[config.mk]
export PLATFORM = sky130hd
export DESIGN_NAME = led_matrix_spectrum
export DESIGN_NICKNAME = d
export VERILOG_FILES = /design/src/rtl/led_matrix_spectrum.sv
export SDC_FILE = /design/constraint.sdc
export NUM_CORES = 1
export LEC_CHECK = 0
export CORE_MARGIN = 2
export CORE_UTILIZATION = 44
export DETAILED_ROUTE_END_ITERATION = 10
export PLACE_DENSITY = 0.57
export SLEW_MARGIN = 20
export SYNTH_ARGS = -nofsm -noshare
export SYNTH_HDL_FRONTEND = slang
export SYNTH_SLANG_ARGS = --single-unit
export TNS_END_PERCENT = 30
[constraint.sdc]
create_clock -name MCLK -period 5.5 [get_ports MCLK]
set_clock_uncertainty 0.15 [all_clocks]
set_input_delay 1.1 -clock MCLK [delete_from_list [all_inputs] [get_ports MCLK]]
set_output_delay 1.1 -clock MCLK [all_outputs]
set_load 0.01 [all_outputs]
[src/rtl/led_matrix_spectrum.sv]
// led_matrix_spectrum
//   Shows a stream of FFT magnitude bins as a 32-band bar graph on a 32x32 HUB75 panel.
//   The panel is 1/16 scan, and its upper and lower halves are shifted in parallel.
//   Each bin is clipped to a bar height of 0..32. The heights go into a write buffer.
//   A full set of 32 heights moves to the display buffer only at the start of row 0,
//   so a frame on the panel always comes from a single buffer snapshot.
//
//   Every panel output is registered one tick after the FSM state that produces it.
//   Every visible phase therefore trails its FSM state by exactly CLK_DIV cycles.
//   The first CLK_MATRIX rise comes 2*CLK_DIV cycles after reset.
//   A row takes 66*CLK_DIV + ON_TIME cycles. ON_TIME must be larger than CLK_DIV.
//
// Ports
//   MCLK          system clock, rising edge
//   RESET         synchronous reset, active-high
//   source_valid  one-cycle strobe qualifying F_BIN_IN
//   F_BIN_IN      unsigned bin magnitude
//   RGB1 / RGB2   pixel data for row r / row r+16 (bit0=R, bit1=G, bit2=B)
//   ROW_ADDRESS   row-pair address 0..15
//   CLK_MATRIX    panel shift clock
//   LATCH         latch strobe, active-high
//   OE            output enable, active-low
//   GND           constant zero
module led_matrix_spectrum #(
    parameter int unsigned BIN_WIDTH = 24,
    parameter int unsigned MAG_SHIFT = 0,
    parameter int unsigned CLK_DIV   = 2,
    parameter int unsigned ON_TIME   = 64
) (
    input  logic                 MCLK,
    input  logic                 RESET,
    input  logic                 source_valid,
    input  logic [BIN_WIDTH-1:0] F_BIN_IN,
    output logic [2:0]           RGB1,
    output logic [2:0]           RGB2,
    output logic [3:0]           ROW_ADDRESS,
    output logic                 CLK_MATRIX,
    output logic                 LATCH,
    output logic                 OE,
    output logic [2:0]           GND
);

    localparam int unsigned TW = (CLK_DIV > 1) ? $clog2(CLK_DIV) : 1;
    localparam int unsigned OW = (ON_TIME > 1) ? $clog2(ON_TIME) : 1;

    typedef enum logic [2:0] {
        StShiftLo,
        StShiftHi,
        StBlank,
        StLatch,
        StDisplay
    } state_e;

    state_e         state_q;
    logic [4:0]     col_q;
    logic [3:0]     row_q;
    logic [TW-1:0]  tick_cnt_q;
    logic [OW-1:0]  on_cnt_q;
    logic [4:0]     bin_idx_q;
    logic           pending_q;
    logic [5:0]     write_buf_q [32];
    logic [5:0]     disp_buf_q  [32];

    logic                 tick;
    logic [BIN_WIDTH-1:0] mag_shifted;
    logic [5:0]           bin_height;

    assign GND  = 3'b000;
    assign tick = (tick_cnt_q == TW'(CLK_DIV - 1));

    always_comb begin
        mag_shifted = F_BIN_IN >> MAG_SHIFT;
        bin_height  = (mag_shifted >= BIN_WIDTH'(32)) ? 6'd32 : mag_shifted[5:0];
    end

    // A pixel at panel row y is lit when y + height >= 32.
    // The band colour depends only on y.
    function automatic logic [2:0] pixel_colour(input logic [4:0] y, input logic [5:0] h);
        logic [6:0] sum;
        sum = {2'b00, y} + {1'b0, h};
        if (sum < 7'd32)       return 3'b000;
        else if (y < 5'd8)     return 3'b001;
        else if (y < 5'd16)    return 3'b011;
        else                   return 3'b010;
    endfunction

    always_ff @(posedge MCLK) begin
        if (RESET) begin
            state_q     <= StShiftLo;
            col_q       <= '0;
            row_q       <= '0;
            tick_cnt_q  <= '0;
            on_cnt_q    <= '0;
            bin_idx_q   <= '0;
            pending_q   <= 1'b0;
            for (int i = 0; i < 32; i++) begin
                write_buf_q[i] <= '0;
                disp_buf_q[i]  <= '0;
            end
            RGB1        <= 3'b000;
            RGB2        <= 3'b000;
            ROW_ADDRESS <= 4'd0;
            CLK_MATRIX  <= 1'b0;
            LATCH       <= 1'b0;
            OE          <= 1'b1;
        end else begin
            if (source_valid) begin
                write_buf_q[bin_idx_q] <= bin_height;
                bin_idx_q              <= bin_idx_q + 5'd1;
            end

            // The tick counter is parked during DISPLAY.
            // The first shift tick of the next row then lasts a full CLK_DIV.
            if (state_q == StDisplay || tick) begin
                tick_cnt_q <= '0;
            end else begin
                tick_cnt_q <= tick_cnt_q + 1'b1;
            end

            unique case (state_q)
                StShiftLo: begin
                    if (tick) begin
                        CLK_MATRIX <= 1'b0;
                        OE         <= 1'b1;   // ends the previous row's on-time
                        LATCH      <= 1'b0;
                        RGB1       <= pixel_colour({1'b0, row_q}, disp_buf_q[col_q]);
                        RGB2       <= pixel_colour({1'b1, row_q}, disp_buf_q[col_q]);
                        state_q    <= StShiftHi;
                    end
                end
                StShiftHi: begin
                    if (tick) begin
                        CLK_MATRIX <= 1'b1;
                        if (col_q == 5'd31) begin
                            col_q   <= '0;
                            state_q <= StBlank;
                        end else begin
                            col_q   <= col_q + 5'd1;
                            state_q <= StShiftLo;
                        end
                    end
                end
                StBlank: begin
                    if (tick) begin
                        CLK_MATRIX  <= 1'b0;
                        OE          <= 1'b1;
                        ROW_ADDRESS <= row_q;
                        state_q     <= StLatch;
                    end
                end
                StLatch: begin
                    if (tick) begin
                        LATCH    <= 1'b1;
                        OE       <= 1'b1;
                        on_cnt_q <= '0;
                        state_q  <= StDisplay;
                    end
                end
                StDisplay: begin
                    on_cnt_q <= on_cnt_q + 1'b1;
                    // The latch pulse is visible for one tick.
                    // After that the row is lit.
                    if (on_cnt_q == OW'(CLK_DIV - 1)) begin
                        LATCH <= 1'b0;
                        OE    <= 1'b0;
                    end
                    if (on_cnt_q == OW'(ON_TIME - 1)) begin
                        row_q   <= row_q + 4'd1;
                        state_q <= StShiftLo;
                        if (row_q == 4'd15 && pending_q) begin
                            disp_buf_q <= write_buf_q;
                            pending_q  <= 1'b0;
                        end
                    end
                end
                default: state_q <= StShiftLo;
            endcase

            // Placed after the swap so a frame completing on the swap edge stays pending.
            if (source_valid && bin_idx_q == 5'd31) begin
                pending_q <= 1'b1;
            end
        end
    end

endmodule

Fig. 1: run 1, wires at chosen ports, followed through buffers
Scale: 1.5 px per um.
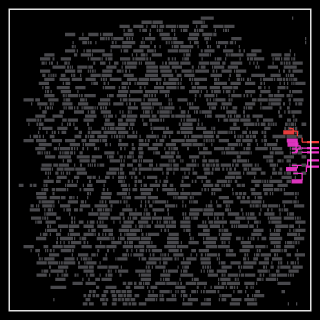
legend:
  `OE`:
    colour: red
    bits: 1
    direction: output
    end_cells: 1
    wire: 17.8 um
  `ROW_ADDRESS`:
    colour: magenta
    bits: 4
    direction: output
    end_cells: 4
    wire: 61.2 um

Fig. 2: run 1, local utilization
Scale: 2 px per um. The die is cut into 20 by 20 equal tiles; dark blue is low, red is high, 0 to 100% covered.
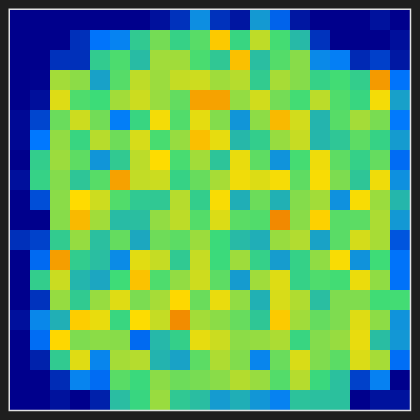
nearly empty tiles: 10%
emptiest ninth of the die: north-west
fullest tile: 84%
mean over tiles: 46%
tiles over 75% full: 4.8%

Fig. 3: run 1, met1 routing
Scale: 2 px per um. Supply wires on this layer in grey.
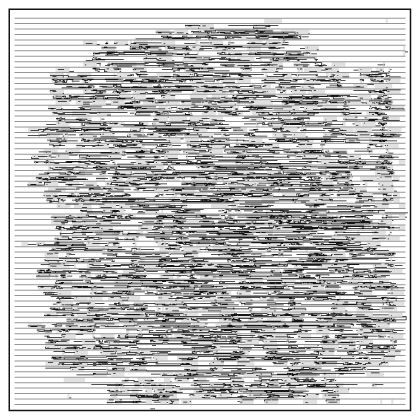
longest straight run: 60.3 um
main direction: horizontal
nets with wire on the layer: 1788

Fig. 4: run 1, placed cells, one colour a class
Scale: 2 px per um.
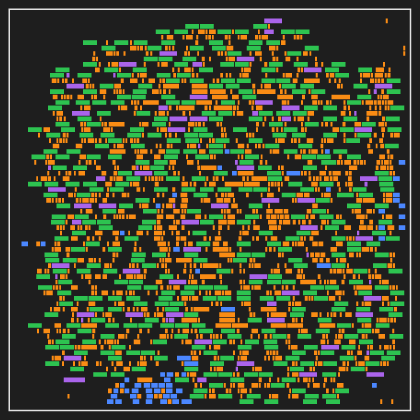
legend:
  other buffers and delay cells:
    colour: blue
    cells: 58
  clock drivers and dummy loads:
    colour: purple
    cells: 74
  all other logic:
    colour: orange
    cells: 1294
  flip-flops:
    colour: green
    cells: 419

==> changes_impl.md, run 1 <==
## Implementation

- Antenna cells: 0
- Xor/xnor share: 0.363%
- Mi-comb count: 1289
- Multi-input gate area in the final layout: 7810 um2
- Final #Nets: 1858
- First-pass GRT wire length: 66900 um
- End of the critical path: RGB1[0]
- Vias: 12500
- WS Path Type: reg -> reg
- Worst-Skew Late Latency: 0.55 ns
- GRT met3 Usage: 3.04%
- Distinct cell type count after synthesis: 54
- CP Max Fanout: 22
- CTS tree: yes
- Tap Cells: 511
- Post-CTS Resized: 0
- Crit-path max cell delay: 0.75 ns
- Yosys adder share: 0.963%
- Registers, synthesis: 419
- FF-to-FF path depth: 11
- Status: complete, no violations
- Final non-clock buffer share: 3.15%
- Mapped cell area: 16900 um2
- Critical Path AT: 4.34 ns
- CTS Sinks: 419
- Most Crowded Layer GR: met2
- CTS Root Cell: clkbuf_16
- Dpl cells: 2282
- Dominant logic cell type in the layout: nand2_1
- R2R Setup Slk: 1.47 ns
- Top delay family on crit path: multiplexers
- Ports: 43
- Routability cong.: 0.805
- Cell with the most instances after synthesis: nand2_1
- Final WL: 42800 um
- H-tree Lvls: 2
- Port-buffer cells: 36
- Global Route Usage Sum: 21.6%
- CP Data Required Time: 5.81 ns
- GR met1 Demand/Resource: 30.7%
- Worst Hold End: disp_buf_q[153]
- Yosys stat area: 16900 um2
- Crit-path cells: buf_12 > mux4_1 > mux4_2 > mux2_2 > ha_1 > and4_1 > o211a_1 > a31oi_1 > a22oi_1 > a21oi_1 > a211oi_1
- Routed Antenna Nets: 0
- Switching pwr: 0.00130 W
- Area post-placement: 17400 um2
- CP bufs+invs: 1
- Final period utilization: 73.3%
- Overall Power: 0.00605 W
- Pre-CTS setup slack: 1.47 ns
- Bufs on Longest Clock Path: 3
- Area Overhead vs Synth: 11.4%
- Slew HR: 25.2%
- Post-route cell area: 18800 um2
- Area-dominant class: flip-flops and latches
- CP endpoint kind: flop
- Sequential Power Share: 50.6%
- Seq/total area: 44.6%
- DRT Pass-1 Iters: 7
- Count of non-CTS buffers in the layout: 58
- Internal power: 0.00475 W
- PD cells: 321 nW/um2
- Clock buffer count in the final layout: 65
- HPWL after DPL: 25400 um
- RR Startpoint: col_q[0]
- Synth warn: 0
- Flip-flops: 419
- Worst min path class: reg -> reg
- Worst setup SP type: flop
- Most frequent cells in the layout: nand2_1, dfxtp_1, nor2_1, a21oi_1, mux2i_1
- DRC viols: 0
- Setup-failing EPs final: 0
- Top cells by count, synth: nand2_1, dfxtp_1, nor2_1
- Post-CTS setup buffer count: 0
- Yosys top cell by area: dfxtp_1
- Max Clk Rate: 248 MHz
- And+or+nand+nor area frac: 18.1%
- Total Neg Setup Slack: 0 ns
- Via density: 5.32
- Cells in synth_stat.txt: 1859
- Complex Gates by Area: 9.26%
- Share of power burned in the clock network: 47.0%
- Final Instance Count excl. Fillers: 2356
- Grt ovf: 0
- Combinational share of power: 2.5%
- Hold wc startpoint: write_buf_q[153]
- Wire per inst: 18.1 um
- Tool warnings: 38
- Ys async rst share: 0%
- Register Area: 8390 um2
- Hold Buf Count CTS: 0
- Top cells, area: dfxtp_1, mux2i_1, nand2_1, a21oi_1, nor2_1
- Die Span Y: 200 um
- CTS Buf Count: 45
- Worst hold stages: 2
- Slowest-stage cell, CP: dfxtp_2
- Final hold vios: 0
- Slew Limit Fails: 0
- Die ar.: 40000 um2
- Synth logic family: simple AND/OR/NAND/NOR gates
- Worst R2R End: RGB1[0]
- CP Depth: 11
- VDD IR max: 193 uV
- Tmin final: 4.03 ns
- Largest net degree at the start of global routing: 155
- Slew @ Worst Pin: 1.12 ns
- RSZ-0062 raised after global routing: no
- Clk cell area share: 7.22%
- Tally of filler cells in the layout: 3610
- Share of layout cells above drive strength 1: 8.24%
- Synth Flop Type: dfxtp_1
- Max-area cell share: 49.7%
- Max-cap viol count: 0
- Combinational share of cell area: 41.5%
- Util after Layout: 49.8%
- Rows: 71
- DR iter-0 viols: 927
run 1: metal layers:
metal / wire [um] / vias to the layer above / share of wire [%]
met5: 13 / - / 0.030
met4: 1020 / 2 / 2.4
met3: 2000 / 75 / 4.7
met2: 19300 / 244 / 45
met1: 20400 / 6031 / 48
li1: - / 6182 / -
run 1: power groups by stage:
stage / Combinational, W / Sequential (W) / Clock (W)
finish: 0.000148 / 0.00306 / 0.00284
global route: 0.000161 / 0.00306 / 0.00302
CTS: 0.000149 / 0.00306 / 0.00291
detailed placement: 0.000149 / 0.00312 / 0
global placement: 0.000147 / 0.00312 / 0
floorplan: 0.000106 / 0.00312 / 0
--- run 2 (diff from run 1) ---
- PLACE_DENSITY: 0.57 -> 0.59
- clock period: 5.5 -> 3.5 ns (I/O delays scaled with it)
Fig. 5: run 2, local utilization
Scale: 2 px per um. The die is cut into 20 by 20 equal tiles; dark blue is low, red is high, 0 to 100% covered.
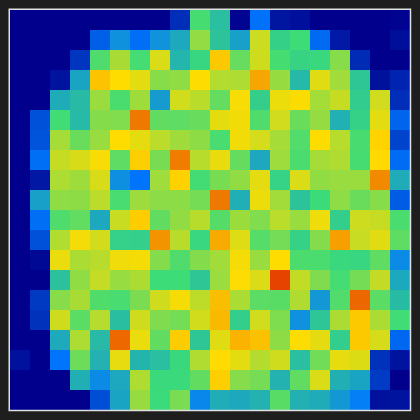
emptiest ninth of the die: north-west
fullest tile: 93%
nearly empty tiles: 13%
tiles over 75% full: 6.5%
mean over tiles: 47%

==> run 2 against run 1 <==
The flow now finishes with violations (negative setup slack). Die area is the same. Non-clock buffer count rose by 54. First-iteration DRC count fell by 0.97%. Count of clock-buffer cells in the layout increased by 7. Final cell count up 2.4%. Sequential power is 57% higher. Largest cell class unchanged. Synthesized cell count stayed put. Combinational power rose by 82%. Power up 58%. Largest power group unchanged. Sequential share of layout area fell by 1.3 points. Maximum frequency rose by 14%.
==> changes_impl.md, run 2 <==
## Implementation

- Dominant logic cell type in the layout: nand2_1
- Antenna cells: 0
- Worst min path class: reg -> reg
- Die Span Y: 200 um
- Status: complete, but fails checks
- Clock buffer count in the final layout: 72
- Multi-input gate area in the final layout: 7850 um2
- Dpl cells: 2332
- End of the critical path: RGB1[0]
- DR iter-0 viols: 918
- Fin worst setup slack: -0.0368 ns
- Top cells by count, synth: nand2_1, dfxtp_1, nor2_1
- Top delay family on crit path: multiplexers
- Tap Cells: 511
- DRT Pass-1 Iters: 5
- Die ar.: 40000 um2
- Flip-flops: 419
- Max Clk Rate: 283 MHz
- Mapped cell area: 16900 um2
- Routed Antenna Nets: 0
- Ys async rst share: 0%
- Register Area: 8400 um2
- Worst R2R End: RGB1[0]
- Util after Layout: 51.3%
- Vias: 12800
- Wire per inst: 17.9 um
- Worst hold stages: 2
- Area Overhead vs Synth: 14.7%
- Setup-failing EPs final: 2
- CP Max Fanout: 8
- CP endpoint kind: flop
- Failing checks: negative setup slack
- Largest net degree at the start of global routing: 122
- Ports: 43
- Post-CTS setup buffer count: 0
- Tool warnings: 34
- Max-cap viol count: 0
- CTS Root Cell: clkbuf_16
- Tally of filler cells in the layout: 3499
- Distinct cell type count after synthesis: 54
- Yosys stat area: 16900 um2
- Worst setup SP type: flop
- Share of layout cells above drive strength 1: 10.9%
- CP Depth: 11
- Routability cong.: 0.844
- Cells in synth_stat.txt: 1859
- R2R Setup Slk: -0.04 ns
- Critical Path AT: 3.85 ns
- Slew Limit Fails: 0
- Final hold vios: 0
- Final Instance Count excl. Fillers: 2412
- Final non-clock buffer share: 5.72%
- CTS Sinks: 419
- Pre-CTS setup slack: -0.136 ns
- Yosys top cell by area: dfxtp_1
- CTS tree: yes
- Area-dominant class: flip-flops and latches
- Synth Flop Type: dfxtp_1
- Slowest-stage cell, CP: mux4_2
- Hold wc startpoint: write_buf_q[106]
- Max-area cell share: 49.7%
- Final #Nets: 1911
- First-pass GRT wire length: 68000 um
- Hold Buf Count CTS: 0
- Tmin final: 3.54 ns
- CP Data Required Time: 3.82 ns
- Mi-comb count: 1289
- Registers, synthesis: 419
- VDD IR max: 291 uV
Fig. 6: run 2, wires at chosen ports, followed through buffers
Scale: 1.5 px per um.
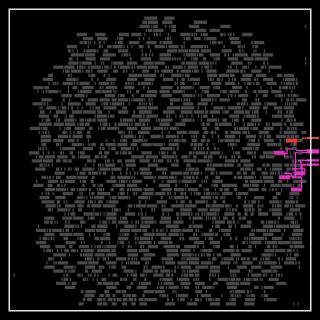
legend:
  `ROW_ADDRESS`:
    colour: magenta
    bits: 4
    direction: output
    end_cells: 4
    wire: 98.3 um
  `OE`:
    colour: red
    bits: 1
    direction: output
    end_cells: 1
    wire: 9.40 um

==> run 2: cell families after synthesis <==
logic type	synth area share [%]
XOR/XNOR	0.363
AND-OR/OR-AND	9.26
other	0.0222
multiplexers	17.2
flip-flops	49.7
buffers and inverters	4.42
AND/OR/NAND/NOR	18.1
adder cells (fa/ha/maj)	0.963
==> run 2: where the power goes <==
part           switching (W)  total (W)  internal, W  leakage, nW
Sequential         0.0000172    0.00480      0.00478         3.38
Combinational       0.000166   0.000270     0.000104         2.33
Clock                0.00184    0.00447      0.00263        0.666
==> run 2: per-layer routing <==
metal,vias up,wire length [um],track usage (%)
met5,-,0,0
met4,0,1010,6.83
li1,6280,-,-
met2,299,19600,34.6
met3,51,2050,3.16
met1,6167,20500,31.0
--- run 3 (diff from run 2) ---
- CTS_CLUSTER_DIAMETER: default -> 80
- DONT_BUFFER_PORTS: default -> 1
- PLACE_DENSITY: 0.59 -> 0.58
Fig. 7: run 3, placed cells, one colour a class
Scale: 2 px per um.
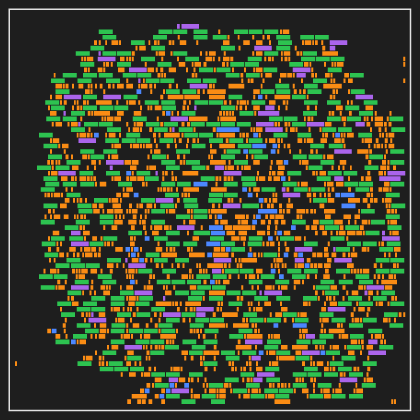
legend:
  clock drivers and dummy loads:
    colour: purple
    cells: 79
  other buffers and delay cells:
    colour: blue
    cells: 58
  all other logic:
    colour: orange
    cells: 1294
  flip-flops:
    colour: green
    cells: 419

==> run 3 against run 2 <==
The flow still finishes with violations (negative setup slack). Critical path depth is the same. Power increased by 1.2%. Die area did not move. Sequential share of layout area rose by 1.0 points. Count of clock-buffer cells in the layout shrank 1. Flip-flop count stayed put. Critical path type unchanged. Largest power group unchanged. Highest routed layer unchanged.
==> changes_impl.md, run 3 <==
## Implementation

- Status: complete, but fails checks
- Failing checks: negative setup slack
- Crit-path cells: bufbuf_16 > mux4_2 > mux4_2 > mux2_4 > ha_4 > and4_1 > o211a_1 > a31oi_2 > a22oi_2 > a21oi_2 > a211oi_2
- Clock buffer count in the final layout: 71
- Crit-path max cell delay: 0.49 ns
- HPWL after DPL: 26600 um
- Internal power: 0.00765 W
- Switching part of the total power: 20.7%
- CTS Buf Count: 45
- DRC viols: 0
- Worst Hold End: disp_buf_q[6]
- Complex Gates by Area: 9.26%
- Slowest-stage cell, CP: mux4_2
- Area Overhead vs Synth: 12.1%
- Multi-input gate area in the final layout: 7830 um2
- Register Area: 8400 um2
- Tap Cells: 511
- Final WL: 43600 um
- Die ar.: 40000 um2
- Largest net degree at the start of global routing: 421
- Worst setup SP type: flop
- Worst R2R End: RGB1[0]
- CP endpoint kind: flop
- Xor/xnor share: 0.363%
- FF-to-FF path depth: 11
- Final non-clock buffer share: 3.07%
- Total Neg Setup Slack: -0.0175 ns
- GR Util met2: 35.4%
- Die Span Y: 200 um
- Grt ovf: 0
- Pre-CTS setup slack: -0.131 ns
- Synth Flop Type: dfxtp_1
- Top layer in use: met4
- Combinational share of cell area: 41.4%
- Synth warn: 0
- Yosys top cell by area: dfxtp_1
- Slew Limit Fails: 0
- GRT met3 Usage: 3.53%
- Critical Path AT: 3.85 ns
- Port-buffer cells: 0
- CP Data Required Time: 3.83 ns
- Wire per inst: 18.4 um
- Most Crowded Layer GR: met2
- Flip-flops: 419
- Mi-comb count: 1289
- Post-CTS setup buffer count: 1
- Hold wc startpoint: RESET
- Max-area cell share: 49.7%
- Yosys adder share: 0.963%
- Pwr top: registers
- Overall Power: 0.00965 W
- Hold Buf Count CTS: 0
- And+or+nand+nor area frac: 18.1%
- Setup-failing EPs final: 1
- Area-dominant class: flip-flops and latches
- Area post-placement: 17300 um2
- Ports: 43
- Fin worst setup slack: -0.0175 ns
- Share of power burned in the clock network: 48.7%
- Total sequential power: 0.00480 W
- Global Route Usage Sum: 22.1%
- Routability cong.: 0.901
- Via density: 5.32
- Tool warnings: 36
- Dominant logic cell type in the layout: nand2_1
- PD cells: 510 nW/um2
Fig. 8: run 3, placement view
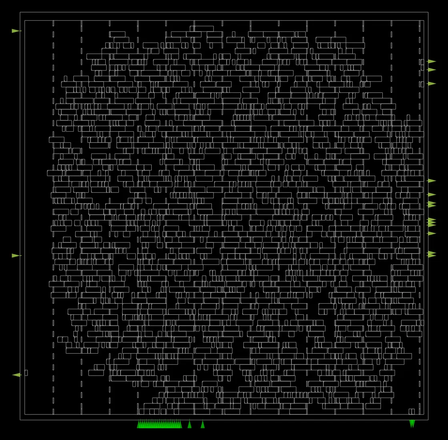
Final Instance Count excl. Fillers: 2361
Seq/total area: 44.4%

-- run 3: kinds of logic (layout without fill, tap and decap cells) --
logic type	after synthesis	in the layout
AOI/OAI and AO/OA	278	278
xor gates and xnor gates	7	7
adders and majority gates	13	13
buffers and inverters	156	142
DFF	419	419
muxes	237	237
other	1	6
and+or+nand+nor	748	748
-- run 3: worst max-delay path by stage --
stage	startpoint	end	slack, ns	cells past startpoint
after floorplan	col_q[1]	RGB1[0]	0.04	12
after global placement	col_q[0]	RGB1[0]	-0.03	11
after detailed placement	col_q[0]	RGB1[0]	-0.13	11
after CTS	col_q[0]	RGB2[1]	-0.004	11
after global routing	col_q[0]	RGB1[0]	-0.11	11
final	col_q[0]	RGB1[0]	-0.02	11
Power and IR drop assume default switching activity.
